### config.mk
export PLATFORM = sky130hd
export DESIGN_NAME = demosaic_scan_controller
export DESIGN_NICKNAME = d
export VERILOG_FILES = /design/src/rtl/demosaic_scan_controller.sv
export SDC_FILE = /design/constraint.sdc
export NUM_CORES = 1
export LEC_CHECK = 0
export CAP_MARGIN = 15
export CORE_MARGIN = 5
export CORE_UTILIZATION = 44
export CTS_CLUSTER_DIAMETER = 50
export DETAILED_ROUTE_END_ITERATION = 16
export GPL_TIMING_DRIVEN = 0
export PLACE_DENSITY = 0.88
export SETUP_SLACK_MARGIN = 0.5
export SLEW_MARGIN = 20
export SYNTH_ARGS = -nofsm -noshare
export SYNTH_HDL_FRONTEND = slang
export SYNTH_SLANG_ARGS = --single-unit
### constraint.sdc
create_clock -name clk -period 2.55 [get_ports clk]
set_input_delay 0.255 -clock clk [delete_from_list [all_inputs] [get_ports clk]]
set_output_delay 0.255 -clock clk [all_outputs]
set_load 0.005 [all_outputs]
### src/rtl/demosaic_scan_controller.sv
// Raster-scan sequencer for the 3x3 demosaic datapath: drives address, edge and Bayer-phase
// controls, and registers the combinational filter result into a valid/ready RGBA stream.
module demosaic_scan_controller #(
  parameter int unsigned WIDTH  = 40,
  parameter int unsigned HEIGHT = 30,
  parameter int unsigned X_BITS = 6,
  parameter int unsigned Y_BITS = 5
) (
  input  logic              clk,
  input  logic              reset_n,
  input  logic              start,
  input  logic              abort,
  input  logic [1:0]        bayer_phase,
  output logic              busy,
  output logic              done,
  output logic [X_BITS-1:0] address_x,
  output logic [Y_BITS-1:0] address_y,
  output logic [1:0]        lateral,
  output logic [1:0]        vertical,
  output logic [1:0]        color,
  input  logic [7:0]        filt_red,
  input  logic [7:0]        filt_green,
  input  logic [7:0]        filt_blue,
  output logic              out_valid,
  input  logic              out_ready,
  output logic [X_BITS-1:0] out_x,
  output logic [Y_BITS-1:0] out_y,
  output logic [31:0]       out_rgba
);

  typedef enum logic [1:0] {StIdle, StRun, StDrain, StDone} state_e;

  localparam logic [X_BITS-1:0] XLast = X_BITS'(WIDTH - 1);
  localparam logic [Y_BITS-1:0] YLast = Y_BITS'(HEIGHT - 1);

  state_e            state_q;
  logic [X_BITS-1:0] x_q;
  logic [Y_BITS-1:0] y_q;
  logic [1:0]        phase_q;
  logic              out_valid_q;
  logic [X_BITS-1:0] out_x_q;
  logic [Y_BITS-1:0] out_y_q;
  logic [31:0]       out_rgba_q;
  logic              busy_q;
  logic              done_q;

  logic issue;
  logic last_pixel;

  // The output register can take a new pixel when empty or being drained this cycle.
  assign issue      = !out_valid_q || out_ready;
  assign last_pixel = (x_q == XLast) && (y_q == YLast);

  always_ff @(posedge clk or negedge reset_n) begin
    if (!reset_n) begin
      state_q     <= StIdle;
      x_q         <= '0;
      y_q         <= '0;
      phase_q     <= 2'd0;
      out_valid_q <= 1'b0;
      out_x_q     <= '0;
      out_y_q     <= '0;
      out_rgba_q  <= 32'd0;
      busy_q      <= 1'b0;
      done_q      <= 1'b0;
    end else if (abort) begin
      state_q     <= StIdle;
      x_q         <= '0;
      y_q         <= '0;
      out_valid_q <= 1'b0;
      busy_q      <= 1'b0;
      done_q      <= 1'b0;
    end else begin
      case (state_q)
        StIdle: begin
          if (start) begin
            phase_q <= bayer_phase;
            state_q <= StRun;
            busy_q  <= 1'b1;
          end
        end
        StRun: begin
          if (issue) begin
            out_valid_q <= 1'b1;
            out_x_q     <= x_q;
            out_y_q     <= y_q;
            out_rgba_q  <= {8'hFF, filt_blue, filt_green, filt_red};
            if (last_pixel) begin
              x_q     <= '0;
              y_q     <= '0;
              state_q <= StDrain;
            end else if (x_q == XLast) begin
              x_q <= '0;
              y_q <= y_q + 1'b1;
            end else begin
              x_q <= x_q + 1'b1;
            end
          end
        end
        StDrain: begin
          if (out_ready) begin
            out_valid_q <= 1'b0;
            busy_q      <= 1'b0;
            done_q      <= 1'b1;
            state_q     <= StDone;
          end
        end
        StDone: begin
          done_q  <= 1'b0;
          state_q <= StIdle;
        end
        default: state_q <= StIdle;
      endcase
    end
  end

  logic px;
  logic py;

  always_comb begin
    lateral = 2'd1;
    if (x_q == '0) begin
      lateral = 2'd0;
    end else if (x_q == XLast) begin
      lateral = 2'd2;
    end
    vertical = 2'd1;
    if (y_q == '0) begin
      vertical = 2'd0;
    end else if (y_q == YLast) begin
      vertical = 2'd2;
    end
    px    = x_q[0] ^ phase_q[0];
    py    = y_q[0] ^ phase_q[1];
    color = 2'd0;
    unique case ({px, py})
      2'b00: color = 2'd0;
      2'b11: color = 2'd1;
      2'b10: color = 2'd2;
      2'b01: color = 2'd3;
      default: color = 2'd0;
    endcase
  end

  assign address_x = x_q;
  assign address_y = y_q;
  assign busy      = busy_q;
  assign done      = done_q;
  assign out_valid = out_valid_q;
  assign out_x     = out_x_q;
  assign out_y     = out_y_q;
  assign out_rgba  = out_rgba_q;

endmodule

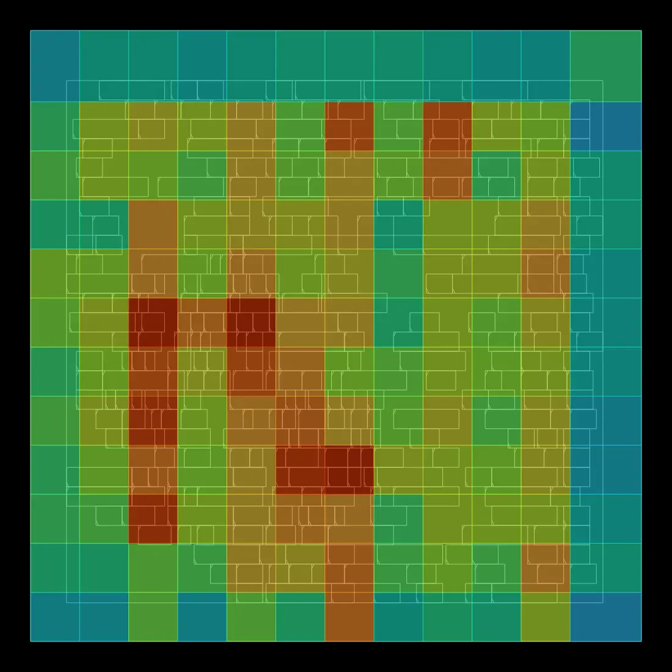
Fig. 1. Track usage over the die.
met2 GRT Util: 28.9%
Tot GR Track Use: 16.4%

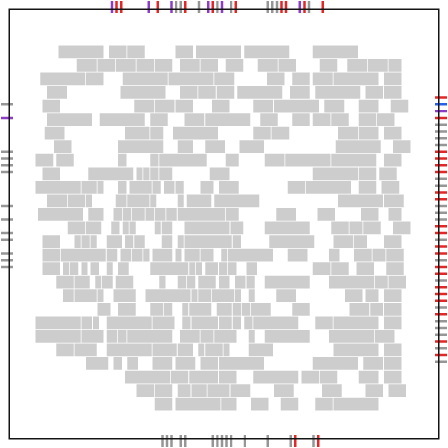
Fig. 2. I/O pins on the die edge.
Pins as bars across the die edge, other pins in grey.
legend:
  filt_red:
    colour: purple
    pins: 8
    direction: input
    edge: 6 top, 1 left, 1 right
  out_rgba:
    colour: red
    pins: 32
    direction: output
    edge: 20 right, 10 top, 2 bottom
  reset_n:
    colour: blue
    pins: 1
    direction: input
    edge: right

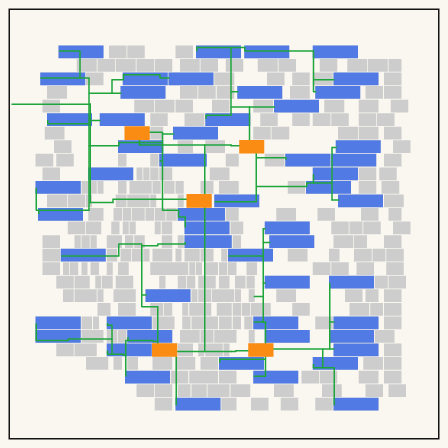
Fig. 3. Clock wires, drivers and flops.
legend:
  clock wires:
    colour: green
    length: 630 µm
  flip-flops:
    colour: blue
    count: 54
  clock drivers:
    colour: orange
    count: 5
routed clock nets: 6
flops lie: spread over the die
Clock Power Share: 15.0%
Worst-Skew Late Latency: 0.31 ns

==> out/metrics.cfg <==
[global_route]
grt_pass1_wl_um=9780

[floorplan]
die_w_um=85.9
die_h_um=85.9
fp-utilization_pct=45.8
rows=27

[finish]
syn_to_final_growth_pct=47.1
layout.nonclk_buf_share_pct=29.5

[yosys]
ys_ff=54
simple_gate_area_share_pct=12.0
ys.flop_type=dfrtp_1
yosysWarningCount=0
syn_area_um2=2540
ys_seq_share_pct=53.3
xor_share_pct=1.73
yosysMostFrequentCell=dfrtp_1
async_flop_share_pct=100
ys_cells=208
syn-num-nets=249

[detailed_routing]
drt-wirelength-per-cell_um=15.2
vias=1986

[pwr]
netSwitchingFraction_pct=28.8
pwr-share-seq_pct=41.2
p_sw_mw=0.879
power_leader=combinational logic
power_mw=3.05

[final_timing]
worst_pin_slew_ns=0.672
relSlewSlack_pct=55.2
finalHoldViolCount=31
skew_ns=0.00959
max_freq_ghz=0.515
worst_hold_slack_ns=-0.0328

[worst_setup_path]
slowest_stage=dfrtp_2
crit_arrival_ns=1.69
path_class=register to output port
end_kind=output port

[clock_network]
cts_setup_buffers=6
clock_sinks=54

[placement]
gp_congestion=0.832

[run_status]
status=finished with violations
violations=hold timing

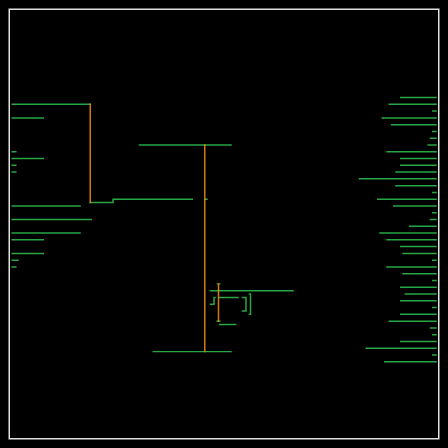
Fig. 4. Metal layers overlaid.
Only two layers are drawn.
legend:
  metal 4:
    colour: orange
    wire_length: 68.7 µm
  metal 3:
    colour: green
    wire_length: 425 µm

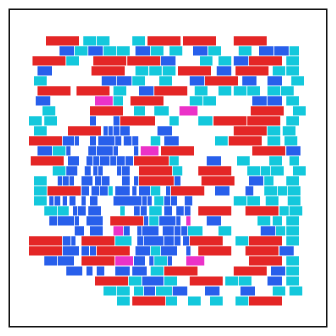
Fig. 5. Cell classes on the final placement.
legend:
  sequential cells:
    colour: red
    cells: 54
  remaining buffers and delay cells:
    colour: cyan
    cells: 115
  clock drivers and dummy loads:
    colour: magenta
    cells: 7
  combinational and other logic:
    colour: blue
    cells: 142

-- final timing paths --
kind,start,end,slack (ns),cells after the start
min,reset_n,out_rgba[11],-0.03,1
max,address_x[0],lateral[0],0.61,6
max in group asynchronous,reset_n,address_y[0],2.09,1
min in group clk,out_y[3],out_y[3],0.51,1
min reg2reg,out_y[3],out_y[3],0.51,1
max reg2reg,state_q[1],out_rgba[12],0.68,6
-- cells by family after synthesis --
kind of cell / Yosys count
flip-flops: 54
XOR/XNOR: 5
adder cells (fa/ha/maj): 10
AND/OR/NAND/NOR: 53
buffers and inverters: 23
AND-OR/OR-AND: 24
multiplexers: 39
-- layer usage --
layer	global-route usage, %	routed length (µm)	vias up
li1	-	-	933
met1	19.3	2430	974
met4	5.04	68	0
met5	0	0	-
met2	28.9	3010	72
met3	4.51	424	7
Power figures rest on the tool's default switching activity, not on a simulated workload.
